<file path="src/rtl/tmr_recovery_pkg.sv">
// Shared types and constants for the TMR rollback/recovery sequencer.
// Holds the sequencer state encoding, voter fault code and LW encoding helper.
// No logic of its own; imported by every recovery RTL file.
package tmr_recovery_pkg;

    typedef enum logic [2:0] {
        ST_IDLE     = 3'd0,
        ST_DRAIN    = 3'd1,
        ST_RESTORE  = 3'd2,
        ST_REDIRECT = 3'd3,
        ST_FAIL     = 3'd4
    } state_t;

    localparam logic [2:0] VOTER_FAULT = 3'b000;
    localparam logic [6:0] OPC_LOAD    = 7'b0000011;
    localparam logic [2:0] F3_LW       = 3'b010;

    // LW rd, imm(x0): I-type with rs1 hard-wired to x0.
    function automatic logic [31:0] build_lw(input logic [4:0] rd, input logic [11:0] imm);
        return {imm, 5'b00000, F3_LW, rd, OPC_LOAD};
    endfunction

endpackage

</file>
<file path="src/rtl/tmr_recovery_sequencer_ckpt.sv">
// Checkpoint PC register: captures the voted PC at commit points while idle.
// Latency: 1 cycle from capture_en to ckpt_pc update.
// Backpressure: none; capture is simply suppressed while capture_block is high.
// Ports: clk, rst_n, capture_en, capture_block, pc_in[31:0] -> ckpt_pc[31:0].
module tmr_ckpt_reg
    import tmr_recovery_pkg::*;
#(
    parameter logic [31:0] RESET_PC = 32'h0000_0000
) (
    input  logic        clk,
    input  logic        rst_n,
    input  logic        capture_en,
    input  logic        capture_block,
    input  logic [31:0] pc_in,
    output logic [31:0] ckpt_pc
);

    always_ff @(posedge clk or negedge rst_n) begin
        if (!rst_n) begin
            ckpt_pc <= RESET_PC;
        end else if (capture_en && !capture_block) begin
            ckpt_pc <= pc_in;
        end
    end

endmodule

</file>
<file path="src/rtl/tmr_recovery_sequencer.sv">
// Rollback controller: on voter fault stalls replicas, drains, reloads x1..xN via
// injected LWs from recovery memory, then redirects PC to the last checkpoint.
// Latency: outputs registered (1 cycle after the deciding edge); injection waits on Inject_ready.
// Ports: clk, rst_n, Voter_state, PC_voter_output, Ckpt_en, Inject_ready in;
//        Stall, Inject_valid/instr, recovery mux selects, PC_redirect(_valid), busy/fail out.
module tmr_recovery_sequencer
    import tmr_recovery_pkg::*;
#(
    parameter int          NUM_REGS     = 31,
    parameter int          DRAIN_CYCLES = 4,
    parameter logic [11:0] CKPT_BASE    = 12'h000,
    parameter int          MAX_RETRY    = 2,
    parameter logic [31:0] RESET_PC     = 32'h0000_0000
) (
    input  logic        clk,
    input  logic        rst_n,
    input  logic [2:0]  Voter_state,
    input  logic [31:0] PC_voter_output,
    input  logic        Ckpt_en,
    input  logic        Inject_ready,
    output logic        Stall,
    output logic        Inject_valid,
    output logic [31:0] Inject_instr,
    output logic        Recovery_Data_MemWrite_sel,
    output logic        Data_Recovery_sel,
    output logic        PC_redirect_valid,
    output logic [31:0] PC_redirect,
    output logic        Recovery_busy,
    output logic        Recovery_fail
);

    localparam logic [4:0] LAST_REG   = 5'(NUM_REGS);
    localparam logic [7:0] DRAIN_LAST = 8'(DRAIN_CYCLES - 1);
    localparam logic [3:0] RETRY_MAX  = 4'(MAX_RETRY);

    state_t      state, state_nxt;
    logic [4:0]  r, r_nxt;
    logic [3:0]  retry, retry_nxt;
    logic [7:0]  drain_cnt, drain_nxt;
    logic [31:0] ckpt_pc;
    logic        fault;
    logic [11:0] imm_nxt;

    assign fault = (Voter_state == VOTER_FAULT);

    // A fault in the same cycle as Ckpt_en must not capture: the PC is suspect.
    tmr_ckpt_reg #(
        .RESET_PC (RESET_PC)
    ) u_ckpt (
        .clk           (clk),
        .rst_n         (rst_n),
        .capture_en    (Ckpt_en && !fault),
        .capture_block (Recovery_busy),
        .pc_in         (PC_voter_output),
        .ckpt_pc       (ckpt_pc)
    );

    always_ff @(posedge clk or negedge rst_n) begin
        if (!rst_n) begin
            state     <= ST_IDLE;
            r         <= 5'd1;
            retry     <= 4'd0;
            drain_cnt <= 8'd0;
        end else begin
            state     <= state_nxt;
            r         <= r_nxt;
            retry     <= retry_nxt;
            drain_cnt <= drain_nxt;
        end
    end

    always_comb begin
        state_nxt = state;
        r_nxt     = r;
        retry_nxt = retry;
        drain_nxt = drain_cnt;
        case (state)
            ST_IDLE: begin
                if (fault) begin
                    state_nxt = ST_DRAIN;
                    drain_nxt = 8'd0;
                end
            end
            ST_DRAIN: begin
                // Voter output is meaningless while the pipeline empties; ignore it.
                if (drain_cnt == DRAIN_LAST) begin
                    state_nxt = ST_RESTORE;
                    r_nxt     = 5'd1;
                end else begin
                    drain_nxt = drain_cnt + 8'd1;
                end
            end
            ST_RESTORE: begin
                // Fault beats a simultaneous handshake: the reload in flight is untrusted.
                if (fault) begin
                    retry_nxt = retry + 4'd1;
                    if (retry_nxt <= RETRY_MAX) begin
                        state_nxt = ST_DRAIN;
                        drain_nxt = 8'd0;
                        r_nxt     = 5'd1;
                    end else begin
                        state_nxt = ST_FAIL;
                    end
                end else if (Inject_valid && Inject_ready) begin
                    if (r == LAST_REG) begin
                        state_nxt = ST_REDIRECT;
                    end else begin
                        r_nxt = r + 5'd1;
                    end
                end
            end
            ST_REDIRECT: begin
                state_nxt = ST_IDLE;
                retry_nxt = 4'd0;
            end
            ST_FAIL: begin
                state_nxt = ST_FAIL;
            end
            default: begin
                state_nxt = ST_IDLE;
            end
        endcase
    end

    assign imm_nxt = CKPT_BASE + {5'b00000, r_nxt, 2'b00};

    // Outputs are registered from the next state so they line up with the state register.
    always_ff @(posedge clk or negedge rst_n) begin
        if (!rst_n) begin
            Stall                      <= 1'b0;
            Inject_valid               <= 1'b0;
            Inject_instr               <= 32'd0;
            Recovery_Data_MemWrite_sel <= 1'b0;
            Data_Recovery_sel          <= 1'b0;
            PC_redirect_valid          <= 1'b0;
            PC_redirect                <= 32'd0;
            Recovery_busy              <= 1'b0;
            Recovery_fail              <= 1'b0;
        end else begin
            Stall                      <= (state_nxt != ST_IDLE);
            Recovery_busy              <= (state_nxt != ST_IDLE);
            Inject_valid               <= (state_nxt == ST_RESTORE);
            Recovery_Data_MemWrite_sel <= (state_nxt == ST_RESTORE);
            Data_Recovery_sel          <= (state_nxt == ST_RESTORE);
            Inject_instr               <= (state_nxt == ST_RESTORE) ? build_lw(r_nxt, imm_nxt) : 32'd0;
            PC_redirect_valid          <= (state_nxt == ST_REDIRECT);
            PC_redirect                <= (state_nxt == ST_REDIRECT) ? ckpt_pc : 32'd0;
            Recovery_fail              <= (state_nxt == ST_FAIL);
        end
    end

endmodule

</file>
<file path="config.mk">
export PLATFORM = sky130hd
export DESIGN_NAME = tmr_recovery_sequencer
export DESIGN_NICKNAME = d
export VERILOG_FILES = /design/src/rtl/tmr_recovery_pkg.sv /design/src/rtl/tmr_recovery_sequencer_ckpt.sv /design/src/rtl/tmr_recovery_sequencer.sv
export SDC_FILE = /design/constraint.sdc
export NUM_CORES = 1
export LEC_CHECK = 0
export CAP_MARGIN = 40
export CELL_PAD_IN_SITES_DETAIL_PLACEMENT = 1
export CELL_PAD_IN_SITES_GLOBAL_PLACEMENT = 1
export CORE_ASPECT_RATIO = 1.4
export CORE_MARGIN = 10
export CORE_UTILIZATION = 42
export CTS_BUF_LIST = sky130_fd_sc_hd__clkbuf_8
export CTS_CLUSTER_SIZE = 14
export DETAILED_ROUTE_END_ITERATION = 8
export PLACE_DENSITY_LB_ADDON = 0.05
export SKIP_CTS_REPAIR_TIMING = 1
export SYNTH_ARGS = -nofsm -noshare
export SYNTH_HDL_FRONTEND = slang
export SYNTH_SLANG_ARGS = --single-unit
</file>
<file path="constraint.sdc">
create_clock -name clk -period 3.07 [get_ports clk]
set_input_delay 0.7675 -clock clk [delete_from_list [all_inputs] [get_ports clk]]
set_output_delay 0.7675 -clock clk [all_outputs]
set_load 0.01 [all_outputs]
</file>
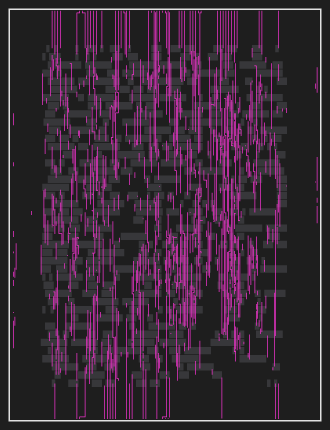
*M2 wires, run 1*
Drawn at 3 px/um.
The layer holds 53% of the routed length. The longest straight run is 51.0 um. The wires run mostly vertical. 442 nets have wire on it. The layer carries 5440 um of wire.
total wire length after detailed routing: 10300 um
met2 demand-to-capacity share in global routing: 0.262
total via count after detailed routing: 2847

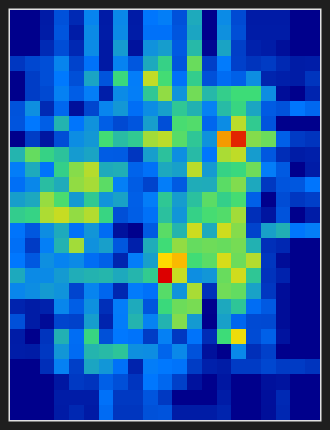
*Wiring heat map, run 1*
Drawn at 3 px/um. 21 x 27 tiles, from dark blue (low) to red (high), scaled to the fullest tile. Values are wire area over tile area, all layers added.
The emptiest ninth of the die: south-east. The mean over all tiles is 0.12. 13% of the tiles are nearly empty. The fullest tile reaches 0.48. 13% of the tiles are over half the peak.

==> summary.json, run 1 <==
{
  "status": {
    "status": "finished, final reports clean"
  },
  "layout": {
    "fillerInstances": 997,
    "layout.area.seq_um2": 2330,
    "final_cell_count_no_fill": 542,
    "final.signal_buffer_count": 98,
    "mostFrequentLayoutCells": "dfrtp_1 (92), clkdlybuf4s50_1 (89), and2_1 (32), mux2_2 (32)",
    "dominant_cells": "sequential cells",
    "most_frequent_logic_cell_in_the_layout": "dfrtp_1"
  },
  "floorplanning": {
    "dieArea_um2": 14100,
    "coreArea_um2": 9460,
    "tap_cells": 110,
    "row_count": 42
  },
  "timing": {
    "fin_crit_ns": 2.70,
    "grt_setup_unrepaired": "no",
    "final_skew_ns": 0.00695
  },
  "synth": {
    "synth_flop_count": 93,
    "yosys-top-cells-area": "dfrtp_1 (56%), mux2_2 (8.8%), buf_4 (5.5%)",
    "yosysTopAreaCellShare": 0.564,
    "yosysWarningCount": 0,
    "yosys.area_share.simple": 0.151,
    "synth-area-yosys_um2": 4080,
    "instance_count_of_the_mapped_netlist": 345,
    "adder_cell_fraction_of_synth_area": 0.0147
  },
  "global_route": {
    "grt_first_pass_wirelength_um": 16700,
    "antenna_found_initial": 0
  },
  "placement": {
    "post-place-cells": 526,
    "hpwl_um": 7540,
    "pre_cts_slack_ns": -0.00638
  },
  "clock_network": {
    "clockRootBuffer": "clkbuf_8",
    "worst_setup_hold_path_clk_slew_ns": 0.09,
    "clock_insertion_delay_worst_skew_ns": 0.36,
    "ctsLongestPathBuffers": 2
  },
  "worst_setup_path": {
    "worst_setup_path_end": "drain_cnt[3]$_DFFE_PN0P_",
    "max_stage_delay_ns": 0.53,
    "cp_buf_inv_count": 2,
    "worstRegToRegCells": 6
  },
  "drt": {
    "detail-route-antenna-nets": 0,
    "detail_route.vias_per_cell": 5.25
  },
  "power_and_ir_drop": {
    "total_power_mw": 3.73
  },
  "hold_path": {
    "min_path_type": "input port to async pin"
  }
}
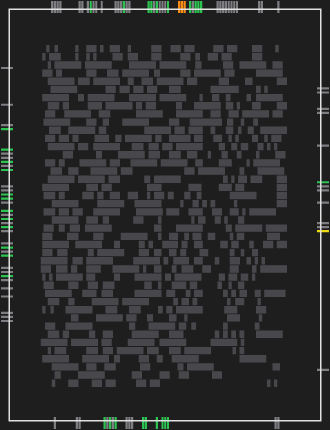
*I/O pins on the die edge, run 1*
Drawn at 3 px/um. Pins as bars across the die edge, other pins in grey.
Key: PC_redirect = green [pins 32, direction output, edge 12 west, 10 north, 9 south, 1 east]; Voter_state = orange [pins 3, direction input, edge north]; Recovery_busy = yellow [pins 1, direction output, edge east]
All pins by edge: 44 north, 34 west, 19 south, 13 east.
vertical die dimension: 137 um
overall die width: 103 um
number of input and output port buffers inserted: 90

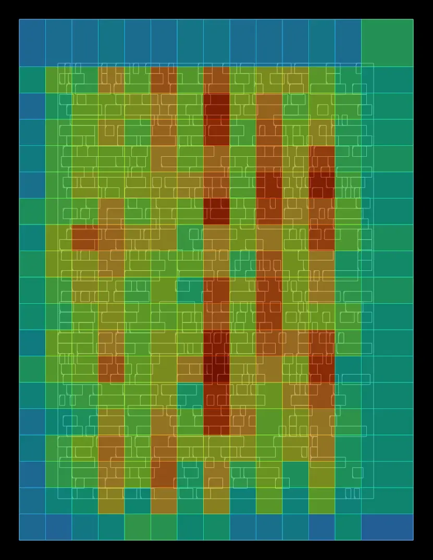
*Track usage over the die, run 1*
Global Route Usage Sum: 0.152
met1 track utilization from global routing: 0.160
GR Layer Usage met3: 0.0601
Routed wire per std cell: 18.9 um

[run 1: where the power goes]
group / internal [mW] / switching (mW) / leakage [nW]
sequential: 1.53 / 0.243 / 1.19
combinational: 0.553 / 0.553 / 1.00
clock: 0.386 / 0.464 / 0.0940
[run 1: flip-flops by register name, summed over array words and instances (netlist names)]
register / cells
Inject_instr: 6
PC_redirect: 32
PC_redirect_valid: 1
Recovery_busy: 1
Recovery_fail: 1
drain_cnt: 8
r: 5
retry: 4
state: 3
u_ckpt.ckpt_pc: 32
[run 1: metal layers]
layer  part of all wire  routed length, um  GRT usage  up-vias
li1                   -                  -          -     1324
met1               0.37               3830      0.160     1438
met2               0.53               5440      0.262       70
met3              0.073                751     0.0601       15
met4              0.024                243     0.0605        0
met5                  0                  0          0        -
==> run 2, diff against run 1 <==
- CORE_UTILIZATION: 42 -> 35
- CTS_CLUSTER_DIAMETER: not set -> 150
- clock period: 3.07 -> 2.28 ns (I/O delays scaled with it)
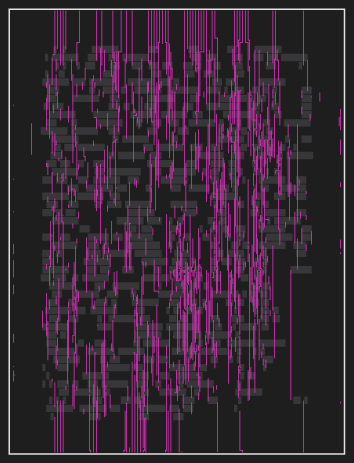
*M2 wires, run 2*
Drawn at 3 px/um.
The layer carries 6050 um of wire. The longest straight run is 58.3 um. The wires run mostly vertical. The layer holds 56% of the routed length. 468 nets have wire on it.

==> summary.json, run 2 <==
{
  "placement": {
    "hpwl_um": 8020,
    "pre_cts_slack_ns": -0.595
  },
  "timing": {
    "postLayoutSetupSlackWorst_ns": -0.0512,
    "setup_violations": 3
  },
  "drt": {
    "maxUsedRoutingLayer": "met4",
    "met1Wirelength_um": 3840,
    "total_via_count_after_detailed_routing": 2950,
    "routed_wl_um": 10800
  },
  "synth": {
    "yosysWarningCount": 0,
    "yosys-top-cells-area": "dfrtp_1 (56%), mux2_2 (8.8%), buf_4 (5.5%)"
  },
  "clock_network": {
    "ctsLongestPathBuffers": 2,
    "worst_setup_hold_path_clk_slew_ns": 0.09
  },
  "power_and_ir_drop": {
    "top_power_group": "sequential cells",
    "power.switching_fraction": 0.315,
    "power.share.clock": 0.254,
    "p_comb_mw": 2.00,
    "switchingPower_mw": 1.84,
    "power_sequential_mw": 2.35
  },
  "global_route": {
    "globalRouteTotalUtil": 0.132,
    "grt_first_pass_wirelength_um": 17500,
    "grt_busiest_layer": "met2"
  },
  "status": {
    "failed_checks": "negative setup slack",
    "status": "finished, violations left"
  },
  "worst_setup_path": {
    "worst_setup_path_end": "drain_cnt[4]$_DFFE_PN0P_"
  },
  "floorplanning": {
    "coreArea_um2": 11400
  },
  "hold_path": {
    "min_path_type": "input port to async pin"
  }
}
[run 2: logic make-up after synthesis]
group | share of synthesized area
muxes | 0.0932
and+or+nand+nor | 0.151
other | 0.000919
buffers and inverters | 0.0788
AOI/OAI and AO/OA | 0.0868
DFF | 0.571
adders and majority gates | 0.0147
xor gates and xnor gates | 0.00429
[run 2: per-stage QoR]
step	std cells	utilization	hold slack [ns]	instance area (um^2)
floorplan	363	-	0.274	4150
global placement	587	0.461	0.456	5250
detailed placement	587	0.461	0.465	5250
CTS	603	0.485	0.159	5520
global route	604	0.490	0.171	5580
finish	604	0.490	0.152	5580
[run 2: final cells by class]
class,instances,area [um^2]
clock buffer,9,124
clock inverter,7,145
fill,1201,5810
inverter,8,30.0
multi-input combinational,217,1560
sequential,93,2330
tap,144,180
timing repair buffer,126,1220
Power and IR drop assume default switching activity.
